clock_nets.png
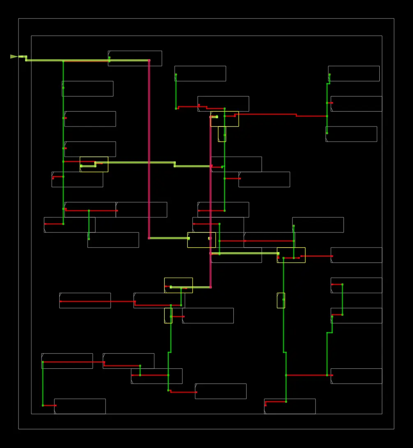
layers.png
Scale: 6 px per um.
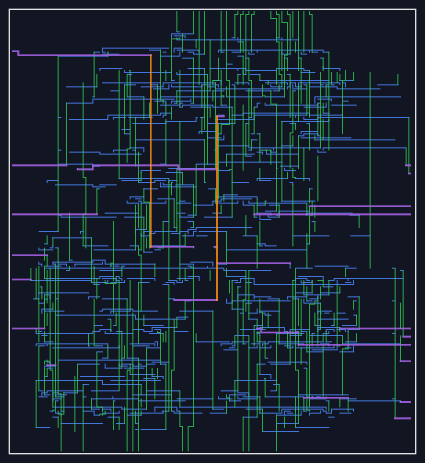
clock_wires.png
Scale: 4 px per um.
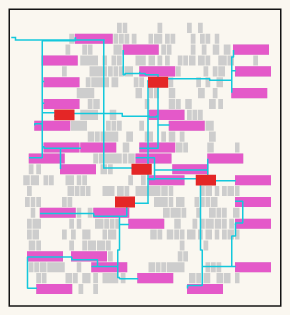
gates.png
Scale: 4 px per um.
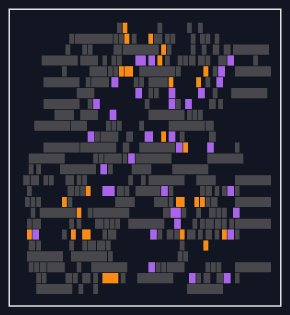
floorplan.png
Scale: 4 px per um. Pins as bars on the die edge.
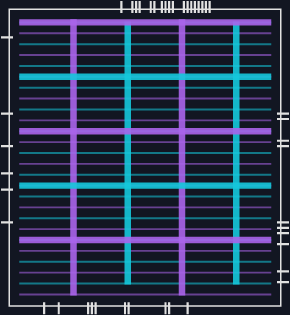
==> src/rtl/detector_arbiter.sv <==
// ---------------------------------------------------------------------------
// detector_arbiter
//
// Two requesters share one serial sequence detector. Each requester hands
// over a DATA_W-bit frame. The frame is shifted out MSB first on ser_out
// while ser_en is high. A one-cycle drain slot follows so that a hit the
// detector reports late in the frame is still credited. A one-cycle done
// pulse then reports which requester owned the frame. Detector hits seen
// during the frame are counted per requester. The counters saturate.
//
// Ports
//   clk                       system clock, rising edge
//   reset                     asynchronous, active-low reset
//   req0_valid / req1_valid   requester has a frame pending
//   req0_data  / req1_data    frame contents [DATA_W-1:0]
//   req0_ready / req1_ready   frame taken this cycle (combinational grant)
//   ser_out                   serial bit to the shared detector
//   ser_en                    high while ser_out carries a frame bit
//   det_hit                   detector output
//   clr_cnt                   synchronous clear of both hit counters
//   done                      one-cycle pulse at end of frame
//   done_id                   owner of the finished frame
//   hit_cnt0 / hit_cnt1       saturating hit counters [CNT_W-1:0]
// ---------------------------------------------------------------------------

// Invariant monitor for the arbiter. It observes only and drives nothing.
module detector_arbiter_chk (
    input logic       clk_i,
    input logic       rst_n_i,
    input logic [1:0] state_i,
    input logic       ready0_i,
    input logic       ready1_i,
    input logic       ser_en_i,
    input logic       ser_out_i,
    input logic       done_i
);
    localparam logic [1:0] ST_SHIFT_C = 2'd1;
    localparam logic [1:0] ST_DONE_C  = 2'd3;

    // At most one requester is granted in any cycle.
    a_ready_excl: assert property (@(posedge clk_i) disable iff (!rst_n_i)
        !(ready0_i && ready1_i));

    // ser_en is exactly the registered image of the SHIFT state.
    a_ser_en_state: assert property (@(posedge clk_i) disable iff (!rst_n_i)
        ser_en_i == (state_i == ST_SHIFT_C));

    // done is exactly the registered image of the DONE state.
    a_done_state: assert property (@(posedge clk_i) disable iff (!rst_n_i)
        done_i == (state_i == ST_DONE_C));

    // The serial line is quiet whenever no frame bit is being carried.
    a_ser_quiet: assert property (@(posedge clk_i) disable iff (!rst_n_i)
        !ser_en_i |-> !ser_out_i);
endmodule

module detector_arbiter #(
    parameter int DATA_W = 8,
    parameter int CNT_W  = 8
) (
    input  logic              clk,
    input  logic              reset,
    input  logic              req0_valid,
    input  logic [DATA_W-1:0] req0_data,
    output logic              req0_ready,
    input  logic              req1_valid,
    input  logic [DATA_W-1:0] req1_data,
    output logic              req1_ready,
    output logic              ser_out,
    output logic              ser_en,
    input  logic              det_hit,
    input  logic              clr_cnt,
    output logic              done,
    output logic              done_id,
    output logic [CNT_W-1:0]  hit_cnt0,
    output logic [CNT_W-1:0]  hit_cnt1
);

    typedef enum logic [1:0] {
        ST_IDLE  = 2'd0,
        ST_SHIFT = 2'd1,
        ST_DRAIN = 2'd2,
        ST_DONE  = 2'd3
    } state_e;

    localparam int                BCNT_W    = (DATA_W > 1) ? $clog2(DATA_W) : 1;
    localparam logic [BCNT_W-1:0] BCNT_LAST = BCNT_W'(DATA_W - 1);
    localparam logic [BCNT_W-1:0] BCNT_ONE  = BCNT_W'(1);
    localparam logic [CNT_W-1:0]  CNT_MAX   = {CNT_W{1'b1}};
    localparam logic [CNT_W-1:0]  CNT_ZERO  = {CNT_W{1'b0}};
    localparam logic [CNT_W-1:0]  CNT_ONE   = CNT_W'(1);

    // Saturating increment: holds at all-ones instead of wrapping.
    function automatic logic [CNT_W-1:0] sat_inc(input logic [CNT_W-1:0] v);
        logic [CNT_W-1:0] r;
        if (v == CNT_MAX) begin
            r = v;
        end else begin
            r = v + CNT_ONE;
        end
        return r;
    endfunction

    state_e              state_q;
    logic [DATA_W-1:0]   shift_q;
    logic [BCNT_W-1:0]   bcnt_q;
    logic                owner_q;
    logic                last_q;
    logic                ser_out_q;
    logic                ser_en_q;
    logic                done_q;
    logic                done_id_q;
    logic [CNT_W-1:0]    cnt0_q;
    logic [CNT_W-1:0]    cnt0_d;
    logic [CNT_W-1:0]    cnt1_q;
    logic [CNT_W-1:0]    cnt1_d;

    logic                grant_s;
    logic                any_valid_s;
    logic                hs_s;
    logic [DATA_W-1:0]   hs_data_s;
    logic [DATA_W-1:0]   shift_nxt_s;
    logic                hit_win_s;

    assign any_valid_s = req0_valid | req1_valid;
    assign shift_nxt_s = shift_q << 1;
    assign hs_data_s   = grant_s ? req1_data : req0_data;
    assign hs_s        = req0_ready | req1_ready;
    assign hit_win_s   = det_hit && ((state_q == ST_SHIFT) || (state_q == ST_DRAIN));

    // Arbitration winner. On contention the requester not served last wins.
    always_comb begin
        grant_s = 1'b0;
        if (req0_valid && req1_valid) begin
            grant_s = ~last_q;
        end else if (req1_valid) begin
            grant_s = 1'b1;
        end else begin
            grant_s = 1'b0;
        end
    end

    // Combinational grant. It is only offered in IDLE and is held low while
    // reset is asserted, so no handshake can occur during reset.
    always_comb begin
        req0_ready = 1'b0;
        req1_ready = 1'b0;
        if (reset && (state_q == ST_IDLE) && any_valid_s) begin
            if (grant_s) begin
                req1_ready = req1_valid;
            end else begin
                req0_ready = req0_valid;
            end
        end else begin
            req0_ready = 1'b0;
            req1_ready = 1'b0;
        end
    end

    // Frame FSM: handshake, serialisation, drain slot, done pulse.
    // The outputs are registered as next-state images, so ser_en and done
    // line up exactly with the SHIFT and DONE states.
    always_ff @(posedge clk or negedge reset) begin
        if (!reset) begin
            state_q   <= ST_IDLE;
            shift_q   <= {DATA_W{1'b0}};
            bcnt_q    <= {BCNT_W{1'b0}};
            owner_q   <= 1'b0;
            last_q    <= 1'b1;
            ser_out_q <= 1'b0;
            ser_en_q  <= 1'b0;
            done_q    <= 1'b0;
            done_id_q <= 1'b0;
        end else begin
            case (state_q)
                ST_IDLE: begin
                    done_q <= 1'b0;
                    if (hs_s) begin
                        shift_q   <= hs_data_s;
                        owner_q   <= grant_s;
                        last_q    <= grant_s;
                        bcnt_q    <= {BCNT_W{1'b0}};
                        ser_en_q  <= 1'b1;
                        ser_out_q <= hs_data_s[DATA_W-1];
                        state_q   <= ST_SHIFT;
                    end else begin
                        ser_en_q  <= 1'b0;
                        ser_out_q <= 1'b0;
                        state_q   <= ST_IDLE;
                    end
                end
                ST_SHIFT: begin
                    shift_q <= shift_nxt_s;
                    if (bcnt_q == BCNT_LAST) begin
                        ser_en_q  <= 1'b0;
                        ser_out_q <= 1'b0;
                        state_q   <= ST_DRAIN;
                    end else begin
                        // ser_out always mirrors the MSB of the shifted word.
                        bcnt_q    <= bcnt_q + BCNT_ONE;
                        ser_en_q  <= 1'b1;
                        ser_out_q <= shift_nxt_s[DATA_W-1];
                        state_q   <= ST_SHIFT;
                    end
                end
                ST_DRAIN: begin
                    ser_en_q  <= 1'b0;
                    ser_out_q <= 1'b0;
                    done_q    <= 1'b1;
                    done_id_q <= owner_q;
                    state_q   <= ST_DONE;
                end
                ST_DONE: begin
                    done_q  <= 1'b0;
                    state_q <= ST_IDLE;
                end
                default: begin
                    ser_en_q  <= 1'b0;
                    ser_out_q <= 1'b0;
                    done_q    <= 1'b0;
                    state_q   <= ST_IDLE;
                end
            endcase
        end
    end

    // Next counter values. A clear wins over a hit arriving in the same cycle.
    always_comb begin
        cnt0_d = cnt0_q;
        cnt1_d = cnt1_q;
        if (clr_cnt) begin
            cnt0_d = CNT_ZERO;
            cnt1_d = CNT_ZERO;
        end else if (hit_win_s) begin
            if (owner_q) begin
                cnt1_d = sat_inc(cnt1_q);
            end else begin
                cnt0_d = sat_inc(cnt0_q);
            end
        end else begin
            cnt0_d = cnt0_q;
            cnt1_d = cnt1_q;
        end
    end

    // Hit counter registers.
    always_ff @(posedge clk or negedge reset) begin
        if (!reset) begin
            cnt0_q <= CNT_ZERO;
            cnt1_q <= CNT_ZERO;
        end else begin
            cnt0_q <= cnt0_d;
            cnt1_q <= cnt1_d;
        end
    end

    assign ser_out  = ser_out_q;
    assign ser_en   = ser_en_q;
    assign done     = done_q;
    assign done_id  = done_id_q;
    assign hit_cnt0 = cnt0_q;
    assign hit_cnt1 = cnt1_q;

    detector_arbiter_chk u_chk (
        .clk_i     (clk),
        .rst_n_i   (reset),
        .state_i   (state_q),
        .ready0_i  (req0_ready),
        .ready1_i  (req1_ready),
        .ser_en_i  (ser_en),
        .ser_out_i (ser_out),
        .done_i    (done)
    );

endmodule
==> config.mk <==
export PLATFORM = sky130hd
export DESIGN_NAME = detector_arbiter
export DESIGN_NICKNAME = d
export VERILOG_FILES = /design/src/rtl/detector_arbiter.sv
export SDC_FILE = /design/constraint.sdc
export NUM_CORES = 1
export LEC_CHECK = 0
export ABC_AREA = 1
export CAP_MARGIN = 25
export CORE_ASPECT_RATIO = 1.1
export CORE_MARGIN = 2
export CORE_UTILIZATION = 45
export DETAILED_ROUTE_END_ITERATION = 8
export DONT_BUFFER_PORTS = 1
export GPL_ROUTABILITY_DRIVEN = 0
export SLEW_MARGIN = 20
export SYNTH_ARGS = -nofsm -noshare
export SYNTH_HDL_FRONTEND = slang
export SYNTH_SLANG_ARGS = --single-unit
export TNS_END_PERCENT = 50
==> constraint.sdc <==
create_clock -name clk -period 3.6 [get_ports clk]
set_clock_uncertainty 0.1 [all_clocks]
set_input_delay 0.72 -clock clk [delete_from_list [all_inputs] [get_ports clk]]
set_output_delay 0.72 -clock clk [all_outputs]
set_load 0.01 [all_outputs]
==> impl_metrics.csv <==
group,metric,value,unit
setup_path,crit_fanout,5,
finish,layout-drive-gt1-share,9.12,%
setup_path,critical_path.endpoint_type,"output pin",
clocking,cts_setup_buffers,0,
job,maxCapViolCount,0,
clocking,clock_sinks,34,
yosys,fp_nets,302,
yosys,synth_area_per_cell,7.36,um^2
clocking,clockBufferDepth,2,
yosys,yosys_warnings,0,
clocking,cts_tree,"built",
global_route,grt_overflow,0,
finish,regArea,852,um^2
setup_path,rrSetupSlack,1710,ps
setup_path,rr_worst_depth,6,
final_timing,final_max_slew_viol_count,0,
finish,nets,304,
clocking,post_cts_resize_count,0,
clocking,h-tree-depth,2,
routing,via_per_inst,4.97,
final_timing,period_used_share,65.0,%
final_timing,fmax,427,MHz
routing,drt_pass1_iterations,4,
yosys,ys_types,26,
final_timing,hold_viol,0,
yosys,postSynthCellCount,271,
global_route,grt_pass1_vias,1481,
finish,final_cell_mix,"nand2_1 (101), dfrtp_1 (33), nand3_1 (23), inv_1 (22), nor2_1 (21)",
finish,antenna_cells,0,
die,die_area,4980,um^2
clocking,clkTransAtPathRegs,70,ps
yosys,ys.flops,34,
die,die_width,67.5,um
finish,comb_area,1010,um^2
setup_path,start_kind,"flop",
yosys,synth_seq_share,42.7,%
yosys,synth_area,1990,um^2
yosys,yosys_cells,271,
placed_design,hpwl,2950,um
final_timing,tns,0,ps
global_route,antenna_found_initial,0,
finish,postLayoutCoreUtil,49.1,%
setup_path,arrival,1520,ps
status,status,"finished clean",
finish,nFillCells,434,
clocking,cts_hold_buf,0,
setup_path,critPathRequiredTime,2780,ps
finish,syn_to_final_growth,5.58,%
min_path,min-delay-path-class,"in -> async",
die,rows,25,
final_timing,hold_slack,23.9,ps
yosys,synth-area-yosys,1990,um^2
job,log.warning_count,30,
global_route,grt_pass1_wl,6800,um
final_timing,tightest_slew,489,ps
final_timing,rsz0062_at_grt,"false",
setup_path,r2r_end,"shift_q[4]",
clocking,root_buffer,"clkbuf_8",
routing,ant_nets,0,
final_timing,finalSetupViolCount,0,
die,io_pins,44,
power,p_leak,0.992,nW
routing,drc,0,
power,power.density,550,nW/um^2
global_route,grt_max_degree,36,
final_timing,slew_headroom,67.4,%
die,fp_util,46.5,%
placed_design,io_buffers,0,
routing,num_vias,1631,
routing,drt_iter0_drc,124,
final_timing,period_minus_slack,2340,ps
setup_path,worstSetupPathType,"reg -> out",
## Picture notes: clock_nets.png
Clk power: 266 uW
TritonCTS buffer count: 5

## Picture notes: layers.png
- orange: M4 (wire length 62.6 um)
- green: M2 (wire length 1,890 um)
- blue: M1 (wire length 1,860 um)
- purple: M3 (wire length 210 um)
All-Layer GR Usage: 18.2%
DR WL/cell: 12.3 um
Detailed Route WL: 4020 um

## Picture notes: clock_wires.png
- magenta: flip-flops (count 34)
- red: clock-net drivers (count 5)
- cyan: clock wires (length 469 um)
- flops lie: widely spread
Worst-Skew Late Latency: 280 ps
Clock power frac: 22.9%

## Picture notes: gates.png
- orange: nor cells (cells 25; most used nor2_1)
- purple: aoi and oai cells (cells 32; most used o21ai_0)
Post-Layout Cell Count: 328
multi-input combinational area share: 48.1%
top logic cell by instance count in the layout: nand2_1

## Picture notes: floorplan.png
- cyan: VDD
- purple: VSS
- rows: 25
- signal pins: 44
Vert. Die Dim: 73.8 um
peak supply drop: 0.224 mV
Core ar.: 4290 um^2

worst max path at each step:
| stage | startpoint | to | slack [ps] | cells past startpoint |
|---|---|---|---|---|
| floorplan | req0_valid | req0_ready | 1560 | 5 |
| global placement | req0_valid | req1_ready | 1470 | 3 |
| detailed placement | req0_valid | req1_ready | 1450 | 3 |
| CTS | state_q[0] | req0_ready | 1240 | 6 |
| global route | state_q[0] | req0_ready | 1080 | 6 |
| finish | state_q[0] | req0_ready | 1260 | 6 |
cells by family (layout without fill, tap and decap cells):
kind of cell / after synthesis / in the layout / share of synthesized area, %
AOI/OAI and AO/OA: 32 / 32 / 8.53
muxes: 1 / 1 / 0.565
and+or+nand+nor: 165 / 165 / 36.0
buffers and inverters: 30 / 33 / 6.52
DFF: 34 / 34 / 42.7
adders and majority gates: 9 / 9 / 5.65
metrics by stage:
stage / power, mW / std cells / setup slack, ps / instance area (um^2)
finish: 1.16 / 328 / 1260 / 2110
global route: 1.27 / 328 / 1080 / 2110
CTS: 1.18 / 328 / 1240 / 2110
detailed placement: 0.906 / 320 / 1450 / 2030
global placement: 0.903 / 320 / 1470 / 2030
floorplan: 0.843 / 271 / 1560 / 1990
critical path: stages, from the launching register on:
cell and delay [ps]:
dfrtp_1 400, inv_1 130, ha_1 180, nand2_1 80, nor2_2 190, inv_2 80, nor2_1 180
power by group:
part	internal, mW	total, mW	switching (mW)
logic	0.118	0.336	0.218
registers	0.477	0.557	0.0797
clock network	0.137	0.266	0.129
total	0.732	1.16	0.426
synthesized netlist by cell type (all sizes together):
| library cell | number | area share [%] |
|---|---|---|
| ha | 9 | 5.6 |
| o211ai | 1 | 0.38 |
| inv | 25 | 4.7 |
| or2 | 6 | 1.9 |
| o21ai | 26 | 6.5 |
| nand4 | 6 | 1.9 |
| mux2 | 1 | 0.56 |
| nand2 | 103 | 20 |
| o21bai | 1 | 0.38 |
| dfrtp | 33 | 41 |
| dfstp | 1 | 1.3 |
| nand3 | 25 | 7.2 |
| nor2 | 25 | 5.5 |
| buf | 5 | 1.8 |
| a21oi | 3 | 0.94 |
| a31oi | 1 | 0.31 |
layout make-up:
cell class                 instances  share of cell area [%]
tap                               54                    3.21
inverter                          25                    4.46
clock buffer                       8                    3.80
sequential                        34                    40.5
multi-input combinational        207                    48.1
flip-flops by register name, summed over array words and instances, names as in the netlist, named ones only:
| register | cells |
|---|---|
| bcnt_q | 3 |
| hit_cnt0 | 8 |
| ser_out | 1 |
| last_q | 1 |
| hit_cnt1 | 8 |
| done_id | 1 |
| shift_q | 7 |
| done | 1 |
| owner_q | 1 |
| ser_en | 1 |
| state_q | 1 |
metal layers:
layer	global-route usage [%]	share of wire [%]	up-vias
li1	-	-	873
met1	22.0	46	720
met2	29.0	47	31
met3	7.20	5.2	7
met4	6.80	1.5	0
met5	0	0	-
Power figures rest on the tool's default switching activity, not on a simulated workload.
